Run 1, clock network drawn from the DEF:
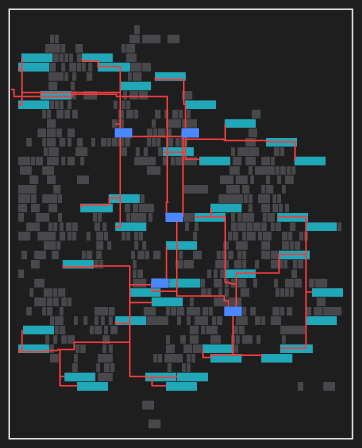
Run 1, register map, names as in the netlist:
Scale bar: 20 um. Other cells in gray.
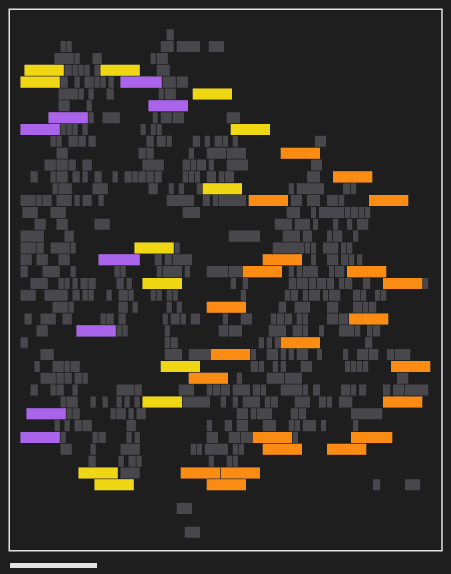
Run 1, wire density map:
20 x 25 tiles, from dark blue (low) to red (high), scaled to the fullest tile. Values are wire area over tile area, all layers added.
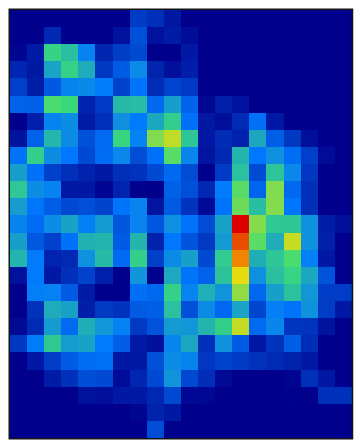
Run 1, cells by drive strength:
Scale bar: 20 um.
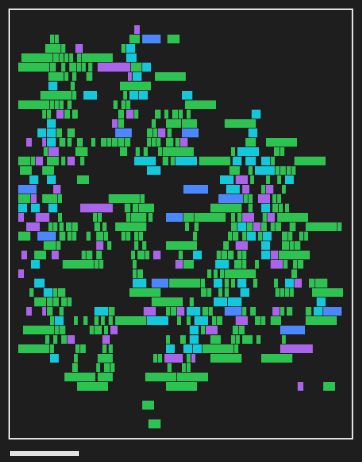
File: src/rtl/tristate_led_seq.sv
// tristate_led_seq: multi-channel LED brightness sequencer.
// Every channel cycles OFF / DIM / BRIGHT. A shared prescaler tick sets the
// dwell timing. The pads are driven through led_o/led_oe, and tri-state
// (DIM) is the middle brightness level.

// One LED channel: a 3-state FSM plus a dwell counter that advances on ticks.
module tristate_led_lane #(
  parameter int STEP_TICKS = 5
) (
  input  logic       clk,
  input  logic       rst_n,
  input  logic       run,
  input  logic       dir,
  input  logic       force_i,
  input  logic [1:0] force_state,
  input  logic       tick,
  output logic [1:0] state_o,
  output logic       led_o,
  output logic       led_oe
);

  localparam int DW = (STEP_TICKS > 1) ? $clog2(STEP_TICKS) : 1;
  localparam logic [DW-1:0] DWELL_LAST = DW'(STEP_TICKS - 1);

  localparam logic [1:0] S_OFF    = 2'b00;
  localparam logic [1:0] S_DIM    = 2'b01;
  localparam logic [1:0] S_BRIGHT = 2'b10;
  localparam logic [1:0] S_ILL    = 2'b11;

  logic [1:0]    state_q, state_d;
  logic [DW-1:0] dwell_q, dwell_d;
  logic          force_ok;
  logic [1:0]    adv_state;

  // A force to the illegal code is treated as no force at all.
  assign force_ok = force_i && (force_state != S_ILL);

  // State and dwell registers.
  always_ff @(posedge clk or negedge rst_n) begin
    if (!rst_n) begin
      state_q <= S_OFF;
      dwell_q <= '0;
    end else begin
      state_q <= state_d;
      dwell_q <= dwell_d;
    end
  end

  // Successor state for the current direction. dir is read only here, so a
  // direction change takes effect at the next advance and leaves dwell alone.
  always_comb begin
    adv_state = S_OFF;
    unique case (state_q)
      S_OFF:    adv_state = dir ? S_BRIGHT : S_DIM;
      S_DIM:    adv_state = dir ? S_OFF    : S_BRIGHT;
      S_BRIGHT: adv_state = dir ? S_DIM    : S_OFF;
      default:  adv_state = S_OFF;
    endcase
  end

  // Next state, in priority order: force, illegal recovery, tick-driven dwell.
  always_comb begin
    state_d = state_q;
    dwell_d = dwell_q;
    if (force_ok) begin
      state_d = force_state;
      dwell_d = '0;
    end else if (state_q == S_ILL) begin
      state_d = S_OFF;
      dwell_d = '0;
    end else if (run && tick) begin
      if (dwell_q == DWELL_LAST) begin
        state_d = adv_state;
        dwell_d = '0;
      end else begin
        dwell_d = dwell_q + DW'(1);
      end
    end
  end

  // Pad decode. The illegal code reads as OFF.
  always_comb begin
    led_o  = 1'b1;
    led_oe = 1'b1;
    unique case (state_q)
      S_DIM:    begin led_o = 1'b1; led_oe = 1'b0; end
      S_BRIGHT: begin led_o = 1'b0; led_oe = 1'b1; end
      default:  begin led_o = 1'b1; led_oe = 1'b1; end
    endcase
  end

  assign state_o = state_q;

endmodule

// Top level: one shared prescaler and CHANNELS independent lanes.
// The per-channel load strobe is named force_i because "force" is a keyword.
module tristate_led_seq #(
  parameter int CHANNELS   = 4,
  parameter int DIV        = 2560000,
  parameter int STEP_TICKS = 5
) (
  input  logic                  clk,
  input  logic                  rst_n,
  input  logic [CHANNELS-1:0]   run,
  input  logic [CHANNELS-1:0]   dir,
  input  logic [CHANNELS-1:0]   force_i,
  input  logic [1:0]            force_state,
  output logic [CHANNELS-1:0]   led_o,
  output logic [CHANNELS-1:0]   led_oe,
  output logic [2*CHANNELS-1:0] state_o,
  output logic                  tick_o
);

  localparam int PW = (DIV > 1) ? $clog2(DIV) : 1;
  localparam logic [PW-1:0] CNT_LAST = PW'(DIV - 1);

  logic [PW-1:0] cnt_q, cnt_d;
  logic          tick;

  // The tick is decoded from the register. With DIV=1 the counter stays at 0,
  // so the tick is stuck high even while the block is in reset.
  assign tick   = (cnt_q == CNT_LAST);
  assign tick_o = tick;

  // Free-running prescaler. Compare-and-wrap keeps the count from overflowing.
  always_comb begin
    cnt_d = tick ? '0 : cnt_q + PW'(1);
  end

  // Prescaler register.
  always_ff @(posedge clk or negedge rst_n) begin
    if (!rst_n) cnt_q <= '0;
    else        cnt_q <= cnt_d;
  end

  for (genvar i = 0; i < CHANNELS; i++) begin : g_lane
    tristate_led_lane #(
      .STEP_TICKS (STEP_TICKS)
    ) u_lane (
      .clk         (clk),
      .rst_n       (rst_n),
      .run         (run[i]),
      .dir         (dir[i]),
      .force_i     (force_i[i]),
      .force_state (force_state),
      .tick        (tick),
      .state_o     (state_o[2*i +: 2]),
      .led_o       (led_o[i]),
      .led_oe      (led_oe[i])
    );
  end

endmodule

File: config.mk
export PLATFORM = sky130hd
export DESIGN_NAME = tristate_led_seq
export DESIGN_NICKNAME = d
export VERILOG_FILES = /design/src/rtl/tristate_led_seq.sv
export SDC_FILE = /design/constraint.sdc
export NUM_CORES = 1
export LEC_CHECK = 0
export ABC_AREA = 1
export ABC_CLOCK_PERIOD_IN_PS = 1600
export CAP_MARGIN = 10
export CORE_AREA = 2 2 97 122
export CTS_BUF_LIST = sky130_fd_sc_hd__clkbuf_8
export DETAILED_ROUTE_END_ITERATION = 8
export DIE_AREA = 0 0 99 124
export GPL_ROUTABILITY_DRIVEN = 0
export GPL_TIMING_DRIVEN = 0
export PLACE_DENSITY_LB_ADDON = 0.15
export SYNTH_ARGS = -nofsm -noshare
export SYNTH_HDL_FRONTEND = slang
export SYNTH_SLANG_ARGS = --single-unit
File: constraint.sdc
create_clock -name clk -period 1.6 [get_ports clk]
set_input_delay 0.32 -clock clk [delete_from_list [all_inputs] [get_ports clk]]
set_output_delay 0.32 -clock clk [all_outputs]
set_load 0.05 [all_outputs]
==> out/qor.yml, run 1 <==
root_buffer: "clkbuf_8"
synth_area_per_cell_um2: 7.22
grt_overflow_total: 0
ys_sh_simple_pct: 37.1
grt-busiest-layer: "met2"
log.warning_count: 32
ant_nets: 0
setup_violations: 9
tightest_slew_ns: 0.494
setup_ws_ns: -0.250
violations: "setup timing"
drt_iter0_drc: 61
yosys_warnings: 0
worst-setup-path-type: "reg2out"
outcome: "finished with violations"
startpoint_type: "flop"
met3_usage_pct: 2.64
rr_worst_depth: 12
gr-usage-met2_pct: 21.1
chipWidth_um: 99
About 'clock network drawn from the DEF':
legend:
  clock wires:
    color: red
    length: 726 um
  clock-net drivers:
    color: blue
    count: 5
  flip-flops:
    color: cyan
    count: 42
flops lie: widely spread
routed clock nets: 6

About 'register map, names as in the netlist':
legend:
  `cnt_q`:
    color: orange
    placed_flops: 22
  `g_lane.u_lane.dwell_q`:
    color: yellow
    placed_flops: 12
  `g_lane.u_lane.state_o`:
    color: purple
    placed_flops: 8

About 'wire density map':
fullest tile: 0.56
nearly empty tiles: 32%
densest ninth of the die: right middle

About 'cells by drive strength':
legend:
  x6 and larger:
    color: blue
    cells: 12
    share: 2.7%
  x3 and x4:
    color: cyan
    cells: 62
    share: 14%
  x1 and smaller:
    color: green
    cells: 327
    share: 72%
  x2:
    color: purple
    cells: 51
    share: 11%

## run 1: flip-flops by register name, summed over array words and instances, names as in the netlist
register,flops
cnt_q,22
g_lane.u_lane.state_o,8
g_lane.u_lane.dwell_q,12
## run 1: synth_stat cells
master	count	area share (%)
nand2_4	5	2.1
nand3_2	4	1.5
dfrtp_1	42	39
nor2_4	2	0.83
inv_2	1	0.14
xor2_1	5	1.6
nor2_8	1	0.74
ha_1	9	4.1
or2_2	9	2.1
a21oi_1	7	1.3
o22ai_1	4	0.92
xnor2_1	2	0.64
nand3_1	31	5.7
o21ai_0	26	4.8
nand4_1	5	1.1
nor2_1	32	4.4
buf_4	8	2.2
nor3_1	11	2.0
o211a_1	1	0.37
nand2_2	7	1.6
nand2_1	101	14
and3_1	1	0.23
nor2_2	4	0.92
inv_1	59	8.1
## run 1: what timing repair did
action / in CTS / in global routing
setup endpoints to repair: 44 / 41
resized: 87 / 34
hold buffers: 1 / 0
pin swaps: 8 / 9
setup buffers: 22 / 16
endpoints found under the hold margin: 11 / 0
## run 1: layout make-up
class	instances	area share (%)
multi-input cells	267	41.1
flip-flops and latches	42	28.4
repair buffers	70	16.5
inverters	60	6.16
well taps	135	4.55
clock buffers	5	1.85
plain buffers	5	1.01
clock inverters	3	0.472
## run 1: critical path, stage by stage (launching register included)
cell and delay (ns):
dfrtp_1 0.37, ha_2 0.18, nand2_1 0.06, inv_2 0.07
nand2_4 0.06, nor2_4 0.13, nand3_4 0.11, clkinvlp_4 0.10
buf_8 0.14
## run 1: where the power goes
part | leakage [nW] | internal (mW) | switching, mW
clock | 0.0493 | 0.303 | 0.414
sequential | 0.550 | 1.25 | 0.168
combinational | 1.29 | 0.898 | 1.45
total | 1.88 | 2.45 | 2.03
==> inputs of run 2 (changes only) <==
Settings changed: PLACE_DENSITY from default to 0.39, PLACE_DENSITY_LB_ADDON 0.15 to default, TNS_END_PERCENT from default to 1.
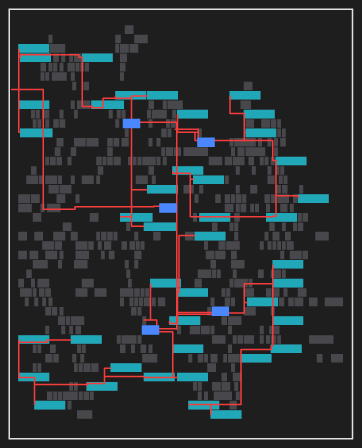
Run 2: clock network drawn from the DEF
legend:
  flip-flops:
    color: cyan
    count: 42
  clock-net drivers:
    color: blue
    count: 5
  clock wires:
    color: red
    length: 711 um
flops lie: widely spread
routed clock nets: 6
Clock Skew: 0.00534 ns
Clock Power: 0.664 mW
clk latency late pin: 0.30 ns
Clock Power Share: 15.7%

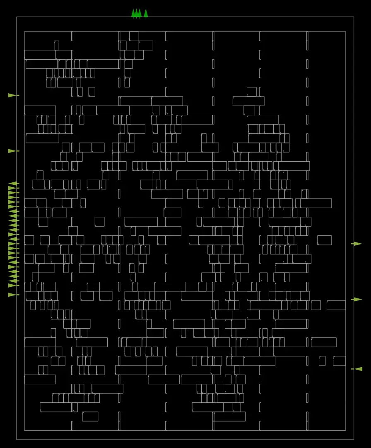
Run 2: placement view
Rows: 43
filler instances: 1190

==> run 2 against run 1 <==
The run still ends with setup timing left. Non-clock buffer count is 21 lower. Critical path depth is 2 lower. Via count down 2.8%. Cell count is 3.7% lower. Maximum frequency decreased by 0.38%. First-iteration DRC count fell by 4.9%. Clock power decreased by 7.4%. Global-route usage increased by 0.39 points. Critical path type unchanged. Critical endpoint unchanged.
==> out/qor.yml, run 2 <==
outcome: "finished with violations"
violations: "setup timing"
p_int_mw: 2.28  # -7.0%
report.final.slew_viol_count: 0
cts_setup_buffers: 9  # -59%
final_nets: 455
top_power_group: "combinational logic"
worstReg2RegStart: "cnt_q[0]"
pg_seq_mw: 1.46  # +3%
synthAoiAreaFrac_pct: 7.36
netlist_top_cells_area: "dfrtp_1 39%, nand2_1 14%, inv_1 8.1%"
tightest_slew_ns: 0.504  # +0.0102 ns
p_comb_mw: 2.10  # -11%
setup_violations: 4  # -5
ys_sh_simple_pct: 37.1  # unchanged
p_sw_mw: 1.95  # -4.1%
initCoreUtil_pct: 24.7
netlist.area_leader.share_pct: 38.6  # unchanged
post_cts_resized: 64  # -26%
common_cells: "101 x nand2_1, 59 x inv_1, 42 x dfrtp_1, 32 x nor2_1, 31 x nand3_1"
drt_iter0_drc: 58  # -4.9%
worst-setup-path-type: "reg2out"
synthFlopType: "dfrtp_1"
synth_area_per_cell_um2: 7.22  # unchanged
largest_reg_flops: 22  # unchanged
yosysMostFrequentCell: "nand2_1"
grt_overflow_total: 0  # unchanged
p_seq_share_pct: 34.6  # +2.9 points
grt_max_degree: 24
chipWidth_um: 99  # unchanged
top_area_cell: "dfrtp_1"
holdBufCountCts: 1  # unchanged
swShare_pct: 46.0  # +0.75 points
timing.final.crit_share_pct: 116
yosys_warnings: 0  # unchanged
edf_count: 0  # unchanged
top_register: "cnt_q"
setup_ws_ns: -0.257  # -0.00696 ns
synthArstFlopShare_pct: 100  # unchanged
root_buffer: "clkbuf_8"
log.warning_count: 32  # unchanged
## run 2: cell counts after synthesis
No cell type changed its count.
## run 2: worst max-delay path, cell delays in order (launching register included)
cell and delay (ns):
dfrtp_1 0.43, nor2_2 0.14, nand2_1 0.10, nor3_4 0.20, nand3_4 0.12, clkinvlp_4 0.10
buf_8 0.14
## run 2: path summary, 6_finish.rpt
kind | end | slack (ns) | cells after the start
max in group asynchronous | g_lane[2].u_lane.state_o[1] | 0.58 | 3
min in group clk | g_lane[2].u_lane.state_o[0] | 0.52 | 5
max reg2reg | g_lane[3].u_lane.state_o[0] | 0 | 11
min reg2reg | cnt_q[4] | 0.54 | 2
max | tick_o | -0.26 | 6
min | cnt_q[9] | 0.51 | 2
## run 2: per-stage QoR
| stage | total power [mW] | setup WS, ns | setup TNS [ns] |
|---|---|---|---|
| finish | 4.23 | -0.257 | -0.366 |
| detailed placement | 3.65 | -0.928 | -7.24 |
| global placement | 3.64 | -1.14 | -54.67 |
| global route | 4.57 | -0.333 | -2.62 |
| CTS | 4.32 | -0.302 | -0.921 |
| floorplan | 2.99 | 0.0101 | 0 |
## run 2: cell type report
cell class / instances / share of cell area [%]
flip-flops and latches: 42 / 30.4
well taps: 135 / 4.86
clock inverters: 2 / 0.216
inverters: 60 / 6.58
clock buffers: 5 / 1.98
multi-input cells: 267 / 42.4
repair buffers: 46 / 11.9
plain buffers: 8 / 1.73
## run 2: layer usage
| metal | track usage [%] | part of all wire (%) | up-vias |
|---|---|---|---|
| met2 | 22.5 | 50 | 47 |
| met5 | 0 | 0 | - |
| met3 | 3.54 | 5.4 | 8 |
| met1 | 14.2 | 43 | 1151 |
| li1 | - | - | 1285 |
| met4 | 3.94 | 1.6 | 0 |
==> inputs of run 3 (changes only) <==
Settings changed: ABC_CLOCK_PERIOD_IN_PS 1600 to 1810, PLACE_DENSITY 0.39 to 0.38.
Clock period 1.6 ns to 1.81 ns, I/O delays scaled along.
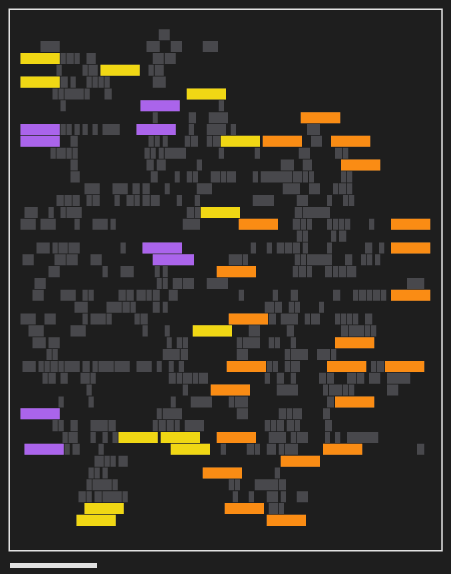
Run 3: register map, names as in the netlist
Scale bar: 20 um. Other cells in gray.
legend:
  `g_lane.u_lane.dwell_q`:
    color: yellow
    placed_flops: 12
  `g_lane.u_lane.state_o`:
    color: purple
    placed_flops: 8
  `cnt_q`:
    color: orange
    placed_flops: 22

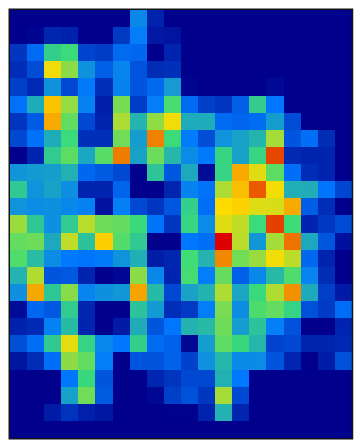
Run 3: wire density map
20 x 25 tiles, from dark blue (low) to red (high), scaled to the fullest tile. Values are wire area over tile area, all layers added.
densest ninth of the die: right middle
emptiest ninth of the die: top right
tiles over half the peak: 15%
final wirelength: 6.81 mm
wire length per cell: 12.1 um
vias: 2467
total track usage: 11.9%

==> run 3 against run 2 <==
The run still ends with setup timing left. Via count is 0.96% lower. Cell area fell by 2.1%. Die area unchanged. Sequential power shrank about 10%. Register-to-register slack gained 0.15 ns. First-iteration DRC count up 26%. Clock power fell by 12%. Sequential share of layout area rose by 0.53 points. Largest power group unchanged. Highest routed layer unchanged.
==> out/qor.yml, run 3 <==
pre_cts_slack_ns: -1.01  # -0.0857 ns
met3_usage_pct: 3.31  # -0.22 points
report.final.slew_viol_count: 0  # unchanged
grt_overflow_total: 0  # unchanged
setup_ws_ns: -0.151  # +0.106 ns
synth_area_per_cell_um2: 7.22  # unchanged
common_cells: "101 x nand2_1, 59 x inv_1, 42 x dfrtp_1, 32 x nor2_1, 31 x nand3_1"
clock_latency_ns: 0.30  # about the same
chipWidth_um: 99  # unchanged
root_buffer: "clkbuf_8"
log.warning_count: 32  # unchanged
netlist_top_cells_area: "dfrtp_1 39%, nand2_1 14%, inv_1 8.1%"
synthAoiAreaFrac_pct: 7.36  # unchanged
crit_chain: "or2_2 > nor3_4 > nand3_4 > clkinvlp_4 > buf_8"
netlist.area_leader.share_pct: 38.6  # unchanged
p_sw_mw: 1.70  # -13%
total_power_mw: 3.69  # -13%
rr_worst_depth: 11  # unchanged
met1_length_mm: 2.93  # about the same
reg2reg_slack_ns: 0.15  # +0.15 ns
synthFlopType: "dfrtp_1"
critPathSlowestCell: "dfrtp_1"
dr.max_layer_used: "met4"
met3_length_um: 367  # -0.54%
yosysMostFrequentCell: "nand2_1"
setup_violations: 1  # -3
fillers: 1172  # -1.5%
yosys_warnings: 0  # unchanged
p_clk_share_pct: 15.9  # +0.2 points
worstReg2RegStart: "cnt_q[0]"
critPathBufInv: 2  # unchanged
use_met1_pct: 13.4  # -0.82 points
grt-busiest-layer: "met2"
swShare_pct: 46.1  # +0.078 points
gr-usage-met2_pct: 21.7  # -0.80 points
violations: "setup timing"
p_int_mw: 1.99  # -13%
top_register: "cnt_q"
top_area_cell: "dfrtp_1"
rr_endpoint: "g_lane[0].u_lane.state_o[1]"
drt_iter0_drc: 73  # +26%
ys_sh_simple_pct: 37.1  # unchanged
outcome: "finished with violations"
critPathTopFamily: "simple AND/OR/NAND/NOR gates"
## run 3: cell counts after synthesis
Identical to the previous run, type by type.
## run 3: metrics by stage
step	cells	instance area (um^2)	TNS, ns
3_3_place_gp	544	3210	-42.67
5_1_grt	563	3410	-0.241
6_report	563	3410	-0.151
2_1_floorplan	377	2730	0
4_1_cts	556	3330	-0.156
3_5_place_dp	545	3230	-2.62
## run 3: layout make-up
type | instances | area share, %
Buffer | 8 | 1.76
Clock buffer | 5 | 2.02
Clock inverter | 2 | 0.220
Inverter | 60 | 6.72
Multi-Input combinational cell | 267 | 41.8
Sequential cell | 42 | 30.9
Tap cell | 135 | 4.96
Timing Repair Buffer | 44 | 11.6
## run 3: how the worst max path moves through the flow
stage	slack [ns]	start	depth (start not counted)	end
2_1_floorplan	0.03	cnt_q[0]	7	tick_o
3_3_place_gp	-1.03	cnt_q[0]	8	tick_o
3_5_place_dp	-1.01	cnt_q[0]	8	tick_o
4_1_cts	-0.16	cnt_q[15]	5	tick_o
5_1_grt	-0.23	cnt_q[0]	8	tick_o
6_report	-0.15	cnt_q[15]	5	tick_o
## run 3: cell families (layout without fill, tap and decap cells)
logic type,Yosys count,after routing
fa+ha+maj,9,9
flops,42,42
simple gates,213,213
xor+xnor,7,7
compound gates,38,38
buf+inv,68,119
## run 3: power groups by stage
stage	registers, mW	clock network, mW	logic, mW
after floorplan	1.55	0	1.10
after global placement	1.30	0	1.93
after detailed placement	1.30	0	1.92
after CTS	1.28	0.626	1.85
after global routing	1.31	0.646	2.02
final	1.28	0.586	1.83
## run 3: repair_timing
action                     in CTS  in global routing
setup endpoints to repair      24                  5
resized                        38                  8
setup buffers                   4                  7
pin swaps                       2                  2
No activity file was given, so power comes from the tool's default toggle rates.
